## config.mk

```make
export PLATFORM = sky130hd
export DESIGN_NAME = exec_command_flat
export DESIGN_NICKNAME = d
export VERILOG_FILES = /design/src/rtl/exec_command_pkg.sv /design/src/rtl/exec_command_if.sv /design/src/rtl/cmd_shared_reg.sv /design/src/rtl/exec_command.sv /design/src/flat_wrapper.sv
export SDC_FILE = /design/constraint.sdc
export NUM_CORES = 1
export LEC_CHECK = 0
export ABC_CLOCK_PERIOD_IN_PS = 6500
export CORE_ASPECT_RATIO = 0.9
export CORE_MARGIN = 1.5
export CORE_UTILIZATION = 63
export CTS_BUF_LIST = sky130_fd_sc_hd__clkbuf_4
export CTS_CLUSTER_DIAMETER = 50
export CTS_CLUSTER_SIZE = 20
export DETAILED_ROUTE_END_ITERATION = 8
export PLACE_DENSITY = 0.88
export SLEW_MARGIN = 20
export SYNTH_ARGS = -nofsm -noshare
export SYNTH_HDL_FRONTEND = slang
export SYNTH_SLANG_ARGS = --single-unit
```

## constraint.sdc

```tcl
create_clock -name clk -period 6.5 [get_ports clk]
set_input_delay 1.95 -clock clk [delete_from_list [all_inputs] [get_ports clk]]
set_output_delay 1.95 -clock clk [all_outputs]
set_load 0.005 [all_outputs]
```

## src/rtl/exec_command_pkg.sv

```systemverilog
// Shared definitions for the LCD command executor: opcodes, FSM states,
// long-running instruction codes and the tick-count helper.
// Latency: n/a (types and functions only). Backpressure: n/a.
package exec_command_pkg;

  localparam int CNT_W = 20;

  typedef logic [CNT_W-1:0] cnt_t;

  localparam cnt_t CNT_MAX = '1;

  // Command byte bits [7:6].
  typedef enum logic [1:0] {
    OP_DATA  = 2'b00,
    OP_INSTR = 2'b01,
    OP_DELAY = 2'b10,
    OP_NOP   = 2'b11
  } opcode_e;

  typedef enum logic [2:0] {
    ST_IDLE        = 3'd0,
    ST_GET_OPERAND = 3'd1,
    ST_SETUP       = 3'd2,
    ST_EHIGH       = 3'd3,
    ST_HOLD        = 3'd4,
    ST_WAIT        = 3'd5
  } state_e;

  // Clear-display and return-home need the long settle time.
  localparam logic [7:0] INSTR_CLEAR = 8'h01;
  localparam logic [7:0] INSTR_HOME  = 8'h02;

  function automatic logic is_long_instr(input logic [7:0] b);
    return (b == INSTR_CLEAR) || (b == INSTR_HOME);
  endfunction

  // Counter reload value for a phase lasting 'ticks' cycles: ticks-1,
  // floored at 0 and saturated to the counter width so it never wraps.
  function automatic cnt_t last_tick(input logic [31:0] ticks);
    logic [31:0] m1;
    m1 = (ticks == 32'd0) ? 32'd0 : ticks - 32'd1;
    if (m1 > {{(32-CNT_W){1'b0}}, CNT_MAX})
      return CNT_MAX;
    else
      return m1[CNT_W-1:0];
  endfunction

endpackage

```

## src/rtl/exec_command_if.sv

```systemverilog
// Byte handoff from the command reader into the executor's shared register.
// Latency: n/a (wires only). Backpressure: reader must not send while
// cmdreg_data_avail is high; bytes sent then are dropped.
// master = command reader, slave = exec_command.
interface exec_command_if;
  logic       cmdreg_wr;          // write strobe, may be held several cycles
  logic [7:0] cmdreg_data_send;   // byte to load
  logic       cmdreg_data_avail;  // shared register holds an unconsumed byte

  modport master (
    output cmdreg_wr,
    output cmdreg_data_send,
    input  cmdreg_data_avail
  );

  modport slave (
    input  cmdreg_wr,
    input  cmdreg_data_send,
    output cmdreg_data_avail
  );
endinterface

```

## src/rtl/cmd_shared_reg.sv

```systemverilog
// One-byte shared register loaded on the rising edge of a write strobe.
// Latency: avail rises the cycle after the wr edge; clears the cycle after consume.
// Backpressure: wr edges while a byte is pending (and not being consumed) are dropped.
// Ports: clk, rst (sync, active-high); wr/data_send from the reader;
//        consume from the sequencer; avail/data to the sequencer.
module cmd_shared_reg (
  input  logic       clk,
  input  logic       rst,
  input  logic       wr,
  input  logic [7:0] data_send,
  input  logic       consume,
  output logic       avail,
  output logic [7:0] data
);

  logic wr_hist;
  logic wr_rise;

  // History resets to 1 so a strobe already high at reset release is not a new edge.
  assign wr_rise = wr & ~wr_hist;

  always_ff @(posedge clk) begin
    if (rst) begin
      wr_hist <= 1'b1;
      avail   <= 1'b0;
      data    <= 8'h00;
    end else begin
      wr_hist <= wr;
      // A byte being consumed this cycle frees the slot for a same-cycle load.
      if (wr_rise && (!avail || consume)) begin
        data  <= data_send;
        avail <= 1'b1;
      end else if (consume) begin
        avail <= 1'b0;
      end
    end
  end

endmodule

```

## src/rtl/exec_command.sv

```systemverilog
// Executes LCD command bytes: data/instruction writes with timed E strobe, delays, NOPs.
// Latency: byte consumed the cycle after avail; write = SETUP+EHIGH+HOLD+WAIT cycles.
// Backpressure: bytes are only consumed in IDLE/GET_OPERAND; upstream watches cmdreg_data_avail.
// Ports: clk, rst (sync, active-high); cmd (slave byte handoff);
//        lcd_rs/lcd_e/lcd_d display bus; busy = sequencer not idle.
module exec_command
  import exec_command_pkg::*;
#(
  parameter int T_SETUP = 4,
  parameter int T_EHIGH = 24,
  parameter int T_HOLD  = 4,
  parameter int T_SHORT = 4800,
  parameter int T_LONG  = 196800,
  parameter int T_UNIT  = 120
) (
  input  logic               clk,
  input  logic               rst,
  exec_command_if.slave      cmd,
  output logic               lcd_rs,
  output logic               lcd_e,
  output logic [7:0]         lcd_d,
  output logic               busy
);

  localparam cnt_t SETUP_LAST = last_tick(32'(T_SETUP));
  localparam cnt_t EHIGH_LAST = last_tick(32'(T_EHIGH));
  localparam cnt_t HOLD_LAST  = last_tick(32'(T_HOLD));
  localparam cnt_t SHORT_LAST = last_tick(32'(T_SHORT));
  localparam cnt_t LONG_LAST  = last_tick(32'(T_LONG));

  state_e      state;
  cnt_t        cnt;
  logic        pend_rs;     // RS chosen by the opcode, applied with the operand
  logic        reg_avail;
  logic [7:0]  reg_data;
  logic        consume;
  opcode_e     op;
  logic [31:0] delay_ticks;

  assign consume = reg_avail && ((state == ST_IDLE) || (state == ST_GET_OPERAND));
  assign op      = opcode_e'(reg_data[7:6]);
  // 6-bit count times a 20-bit unit fits in 26 bits; last_tick saturates to 20.
  assign delay_ticks = 32'(reg_data[5:0]) * 32'(T_UNIT);

  assign cmd.cmdreg_data_avail = reg_avail;

  cmd_shared_reg u_shared_reg (
    .clk       (clk),
    .rst       (rst),
    .wr        (cmd.cmdreg_wr),
    .data_send (cmd.cmdreg_data_send),
    .consume   (consume),
    .avail     (reg_avail),
    .data      (reg_data)
  );

  // Each timed phase loads cnt with (length-1) on entry and leaves when it hits 0.
  always_ff @(posedge clk) begin
    if (rst) begin
      state   <= ST_IDLE;
      cnt     <= '0;
      pend_rs <= 1'b0;
      lcd_e   <= 1'b0;
      lcd_rs  <= 1'b0;
      lcd_d   <= 8'h00;
      busy    <= 1'b0;
    end else begin
      case (state)
        ST_IDLE: begin
          if (reg_avail) begin
            case (op)
              OP_DATA, OP_INSTR: begin
                pend_rs <= (op == OP_DATA);
                state   <= ST_GET_OPERAND;
                busy    <= 1'b1;
              end
              OP_DELAY: begin
                if (reg_data[5:0] != 6'd0) begin
                  cnt   <= last_tick(delay_ticks);
                  state <= ST_WAIT;
                  busy  <= 1'b1;
                end
              end
              default: ;  // NOP: byte consumed, nothing else happens
            endcase
          end
        end
        ST_GET_OPERAND: begin
          if (reg_avail) begin
            lcd_d  <= reg_data;
            lcd_rs <= pend_rs;
            cnt    <= SETUP_LAST;
            state  <= ST_SETUP;
          end
        end
        ST_SETUP: begin
          if (cnt == '0) begin
            lcd_e <= 1'b1;
            cnt   <= EHIGH_LAST;
            state <= ST_EHIGH;
          end else begin
            cnt <= cnt - cnt_t'(1);
          end
        end
        ST_EHIGH: begin
          if (cnt == '0) begin
            lcd_e <= 1'b0;
            cnt   <= HOLD_LAST;
            state <= ST_HOLD;
          end else begin
            cnt <= cnt - cnt_t'(1);
          end
        end
        ST_HOLD: begin
          if (cnt == '0) begin
            cnt   <= (!lcd_rs && is_long_instr(lcd_d)) ? LONG_LAST : SHORT_LAST;
            state <= ST_WAIT;
          end else begin
            cnt <= cnt - cnt_t'(1);
          end
        end
        ST_WAIT: begin
          if (cnt == '0) begin
            state <= ST_IDLE;
            busy  <= 1'b0;
          end else begin
            cnt <= cnt - cnt_t'(1);
          end
        end
        default: begin
          state <= ST_IDLE;
          lcd_e <= 1'b0;
          busy  <= 1'b0;
        end
      endcase
    end
  end

endmodule

```

## src/flat_wrapper.sv

```systemverilog
// flat-port wrapper written by rule: the top's interface ports become plain ports
module exec_command_flat import exec_command_pkg::*;
#(
  parameter int T_SETUP = 4,
  parameter int T_EHIGH = 24,
  parameter int T_HOLD  = 4,
  parameter int T_SHORT = 4800,
  parameter int T_LONG  = 196800,
  parameter int T_UNIT  = 120
)
  (clk, rst, lcd_rs, lcd_e, lcd_d, busy, cmd_cmdreg_wr, cmd_cmdreg_data_send, cmd_cmdreg_data_avail);
  exec_command_if cmd_i ();
  input  logic clk;
  input  logic rst;
  output logic lcd_rs;
  output logic lcd_e;
  output logic [7:0] lcd_d;
  output logic busy;
  input wire logic [$bits(cmd_i.cmdreg_wr)-1:0] cmd_cmdreg_wr;
  input wire logic [$bits(cmd_i.cmdreg_data_send)-1:0] cmd_cmdreg_data_send;
  output wire logic [$bits(cmd_i.cmdreg_data_avail)-1:0] cmd_cmdreg_data_avail;
  assign cmd_i.cmdreg_wr = cmd_cmdreg_wr;
  assign cmd_i.cmdreg_data_send = cmd_cmdreg_data_send;
  assign cmd_cmdreg_data_avail = cmd_i.cmdreg_data_avail;
  exec_command #(.T_SETUP(T_SETUP), .T_EHIGH(T_EHIGH), .T_HOLD(T_HOLD), .T_SHORT(T_SHORT), .T_LONG(T_LONG), .T_UNIT(T_UNIT)) u_core (.clk(clk), .rst(rst), .cmd(cmd_i), .lcd_rs(lcd_rs), .lcd_e(lcd_e), .lcd_d(lcd_d), .busy(busy));
endmodule
```

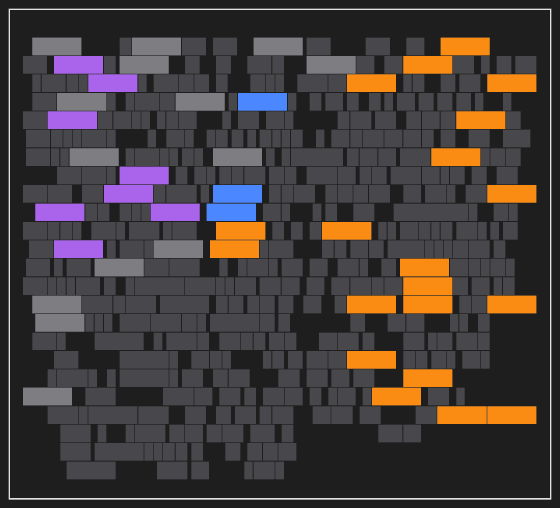
Run 1: sequential cells grouped by signal name
u_core.cnt -> orange  # flops 20
u_core.state -> blue  # flops 3
u_core.lcd_d -> purple  # flops 8
flop share of the area: 24.7%
Finished Core Util: 73.6%
Flop area: 901 µm²

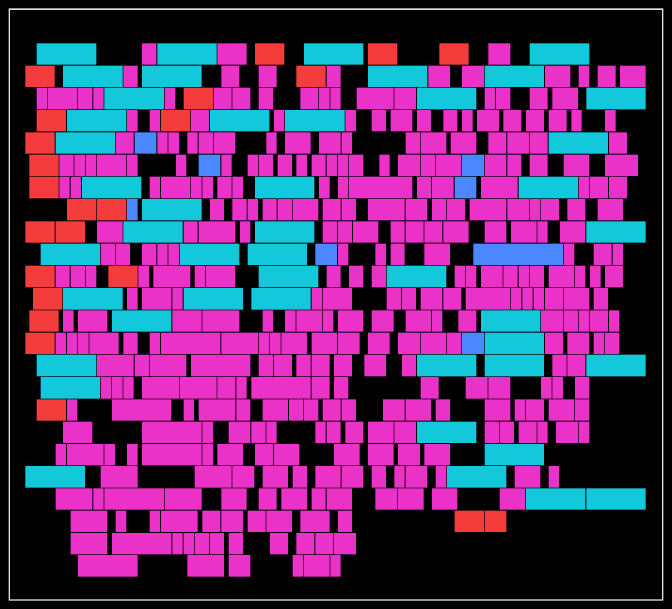
Run 1: cell classes on the final placement
registers -> cyan  # cells 45, share of their area 25%
remaining logic cells -> magenta  # cells 354, share of their area 66%
remaining buffers and delay cells -> red  # cells 23, share of their area 6.4%
clock drivers and dummy loads -> blue  # cells 8, share of their area 2.2%
core area: 4950 µm²
Rows: 24
Final Cell Area: 3650 µm²

==> impl_metrics.tcl, run 1 <==
# implementation run metrics
set metrics [dict create \
    ys_area_um2 3330 \
    p_int_w 0.000418 \
    wl_per_cell_um 15.7 \
    worstPathCellList "inv_1 > fa_1 > fa_1 > inv_1 > ha_1 > a21o_1 > or4_1 > o21ai_0 > xnor2_1 > or4_1 > a311oi_1" \
    cts_setup_buffers 0 \
    portBuffers 22 \
    drc 0 \
    finalHoldViolCount 0 \
    aoi_share_pct 22.0 \
    fin_crit_ps 4080 \
    vias_per_cell 6.30 \
    criticalPathCategory "reg2reg" \
    clk_share_pct 2.16 \
    tap_cells 65 \
    top_cell_area_share_pct 27.0 \
    top_cells_by_area "dfxtp_1, ha_1, fa_1, a21oi_1, nor2_1" \
    worst_pin_slew_ps 1020 \
    hold_end "u_core.lcd_d[5]" \
    largest-register "u_core.cnt" \
    critPathMaxFanout 12 \
    cpMaxStageDelayCell "or4_1" \
    die_h_um 72.0 \
    place_inst 487 \
    reg_top3 "u_core.cnt (20), u_core.lcd_d (8), u_core.u_shared_reg.data (8)" \
    num-fill-cells 375 \
    layout-drive-gt1-share_pct 4.42 \
    syn_area_um2 3330 \
    antenna_left 0 \
    dieArea_um2 5740 \
    lay_top_cells "dfxtp_1, nor2_1, nand2_1, a21oi_1, inv_1" \
    vdd_drop_max_uv 153 \
    p_clk_w 0.000177 \
    p_sw_w 0.000186 \
    grt_usage_pct 29.7 \
    max_stage_delay_ps 540 \
    drt-initial-drc-count 271 \
    holdBufCountCts 0 \
    io_pins 23 \
    powerDensity_nw_per_um2 165 \
    start_kind "flip-flop" \
    slew_viol_final 0 \
    grt_pass1_vias 2965 \
    placed_cell_area_um2 3570 \
    place_worst_setup_slack_ps 2510 \
    largest_reg_flops 20 \
    largest_area_cell "dfxtp_1" \
    pwr-share-clk_pct 29.3 \
    avgSynthCellArea_um2 8.00 \
    status "completed" \
    max_slew_margin_pct 31.2 \
    p_seq_w 0.000287 \
    topRoutingLayerUsed "met4" \
    instances_no_fill 495 \
    top_logic_kind "simple AND/OR/NAND/NOR gates" \
    rr_worst_depth 11 \
    dominant_cells "logic gates" \
    clk_latency_ps 370 \
    setup_violations 0 \
    gp_congestion 0.885 \
]
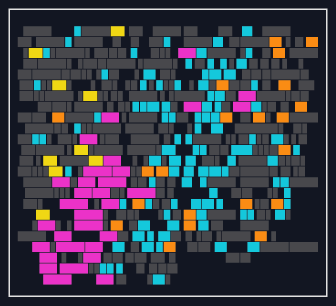
Run 1: gate families picked out
aoi and oai cells -> cyan  # cells 98
xor and xnor cells -> orange  # cells 21
mux cells -> yellow  # cells 9
fa/ha/maj cells -> magenta  # cells 31
most numerous logic cell after layout: dfxtp_1
multi-input gate share of the layout cell area: 61.7%

==> run 1: worst max path at each step <==
stage                                      startpoint              to  slack (ps)  depth (start not counted)
final                     u_core.u_shared_reg.data[2]  u_core.cnt[12]        2420                         11
after global routing      u_core.u_shared_reg.data[3]  u_core.cnt[12]        2110                         11
after CTS                 u_core.u_shared_reg.data[3]  u_core.cnt[12]        2470                         11
after detailed placement  u_core.u_shared_reg.data[3]  u_core.cnt[12]        2510                         11
after global placement    u_core.u_shared_reg.data[3]   u_core.cnt[2]        2630                         11
after floorplan           u_core.u_shared_reg.data[3]  u_core.cnt[12]        2830                         11
==> run 1: metal layers <==
| metal | GRT usage (%) | vias to the layer above |
|---|---|---|
| li1 | - | 1532 |
| met1 | 40.3 | 1476 |
| met2 | 48.8 | 96 |
| met3 | 5.03 | 16 |
| met4 | 8.19 | 0 |
| met5 | 0 | - |
==> run 1: logic make-up (layout without fill, tap and decap cells) <==
group | after synthesis | after routing
XOR/XNOR | 21 | 21
flip-flops | 45 | 45
multiplexers | 9 | 9
buffers and inverters | 47 | 60
AND/OR/NAND/NOR | 153 | 153
AND-OR/OR-AND | 111 | 111
adder cells (fa/ha/maj) | 31 | 31
==> run 1: Yosys cell counts, types with 10 or more instances <==
| master | n |
|---|---|
| a21oi_1 | 35 |
| clkbuf_1 | 14 |
| dfxtp_1 | 45 |
| ha_1 | 22 |
| inv_1 | 28 |
| nand2_1 | 35 |
| nand3_1 | 10 |
| nor2_1 | 41 |
| nor4_1 | 14 |
| o21ai_0 | 16 |
| xnor2_1 | 16 |
==> run 1: worst register-to-register path, stage by stage (launching register included) <==
cell and delay (ps):
dfxtp_1 460, inv_1 150, fa_1 530, fa_1 510
inv_1 40, ha_1 350, a21o_1 210, or4_1 380
o21ai_0 270, xnor2_1 310, or4_1 540, a311oi_1 240
Run 1, clock routing:
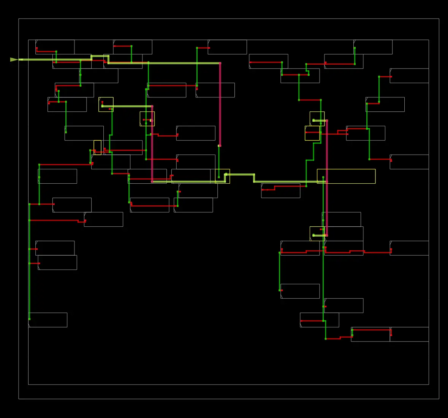

==> run 2, diff against run 1 <==
--- a/config.mk
+++ b/config.mk
@@ -5,15 +5,15 @@
 export SDC_FILE = /design/constraint.sdc
 export NUM_CORES = 1
 export LEC_CHECK = 0
-export ABC_CLOCK_PERIOD_IN_PS = 6500
+export ABC_CLOCK_PERIOD_IN_PS = 3500
 export CORE_ASPECT_RATIO = 0.9
 export CORE_MARGIN = 1.5
-export CORE_UTILIZATION = 63
+export CORE_UTILIZATION = 56
 export CTS_BUF_LIST = sky130_fd_sc_hd__clkbuf_4
 export CTS_CLUSTER_DIAMETER = 50
 export CTS_CLUSTER_SIZE = 20
 export DETAILED_ROUTE_END_ITERATION = 8
-export PLACE_DENSITY = 0.88
+export PLACE_DENSITY = 0.83
 export SLEW_MARGIN = 20
 export SYNTH_ARGS = -nofsm -noshare
 export SYNTH_HDL_FRONTEND = slang
==> constraint.sdc (replaced) <==
create_clock -name clk -period 3.5 [get_ports clk]
set_input_delay 1.05 -clock clk [delete_from_list [all_inputs] [get_ports clk]]
set_output_delay 1.05 -clock clk [all_outputs]
set_load 0.005 [all_outputs]
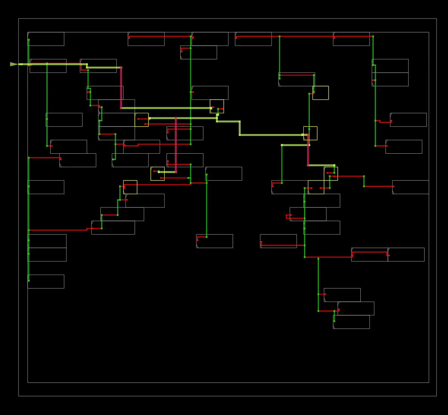
Run 2: clock routing
CLK BUF: 5
total CTS buffers: 5
Flop Count: 45

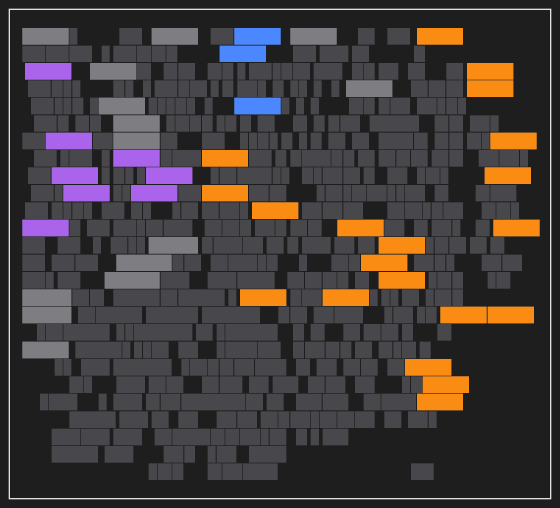
Run 2: sequential cells grouped by signal name
u_core.cnt -> orange  # flops 20
u_core.state -> blue  # flops 3
u_core.lcd_d -> purple  # flops 8

==> impl_metrics.tcl, run 2 <==
# implementation run metrics
set metrics [dict create \
    status "completed" \
    max_slew_margin_pct 34.8 \
    drt-initial-drc-count 371 \
    antenna_left 0 \
    criticalPathCategory "reg2reg" \
    design_area_um2 4050 \
    cpMaxStageDelayCell "fa_1" \
    io_pins 23 \
    regArea_um2 912 \
    gp_congestion 0.867 \
    lay_top_cells "nor2_1, dfxtp_1, nand2_1, a21oi_1, buf_4" \
    largest_reg_flops 20 \
    avgSynthCellArea_um2 8.00 \
    core_um2 5730 \
    placed_cell_area_um2 3820 \
    reg_top3 "u_core.cnt (20), u_core.lcd_d (8), u_core.u_shared_reg.data (8)" \
    holdBufCountCts 0 \
    vias_per_cell 6.16 \
    max_stage_delay_ps 610 \
    ys_area_um2 3330 \
    portBuffers 22 \
    start_kind "flip-flop" \
    powerDensity_nw_per_um2 284 \
    worst_pin_slew_ps 971 \
    slew_viol_final 0 \
    grt_pass1_vias 3135 \
    final_core_util_pct 70.8 \
    vdd_drop_max_uv 215 \
    worstPathCellList "fa_2 > fa_1 > ha_4 > a21o_1 > a2111oi_4 > o221ai_2 > or4_4 > o211ai_1 > a221oi_2" \
    clk_latency_ps 380 \
    dieArea_um2 6430 \
    largest-register "u_core.cnt" \
    rows 26 \
    syn_area_um2 3330 \
    critPathMaxFanout 8 \
    setup_violations 0 \
]
run 2: cell counts after synthesis:
Identical to the previous run, type by type.
run 2: path summary, 6_finish.rpt:
path | startpoint | end | slack (ps)
worst min register to register | u_core.lcd_e | u_core.lcd_e | 490
worst max register to register | u_core.u_shared_reg.data[2] | u_core.cnt[4] | 40
worst min-delay path | u_core.lcd_e | u_core.lcd_e | 490
worst max-delay path | u_core.u_shared_reg.data[2] | u_core.cnt[4] | 40
run 2: area by class of cell:
class                      instances  area share, %
clock buffer                       5          0.926
tap                               70           2.16
multi-input combinational        325           59.7
inverter                          29           2.81
clock inverter                     3          0.618
timing repair buffer              53           11.3
sequential                        45           22.5
run 2: where the power goes:
group | switching (W) | internal, W
clock network | 0.000193 | 0.0000823
logic | 0.000182 | 0.000162
registers | 0.0000105 | 0.000521
run 2: per-stage QoR:
step	setup TNS [ps]	cells
3_5_place_dp	-951	516
4_1_cts	0	527
5_1_grt	-331	530
3_3_place_gp	-299	516
6_report	0	530
2_1_floorplan	0	417
run 2: timing repair:
action,CTS,global route
hold endpoints to repair,0,0
gates cloned,0,1
setup endpoints to repair,12,13
setup buffers,3,3
pin swaps,12,14
resized,11,20
run 2: cell families after synthesis:
logic type	Yosys count	synth area share, %
buffers and inverters	47	5.55
DFF	45	27.0
and+or+nand+nor	153	23.5
adders and majority gates	31	13.7
AOI/OAI and AO/OA	111	22.0
muxes	9	2.70
xor gates and xnor gates	21	5.52
run 2: per-layer routing:
| layer | routed length (µm) | global-route usage [%] |
|---|---|---|
| met4 | 143 | 5.65 |
| met1 | 3740 | 34.3 |
| met2 | 4130 | 46.1 |
| met3 | 476 | 5.20 |
| met5 | 0 | 0 |
Power and IR drop assume default switching activity.
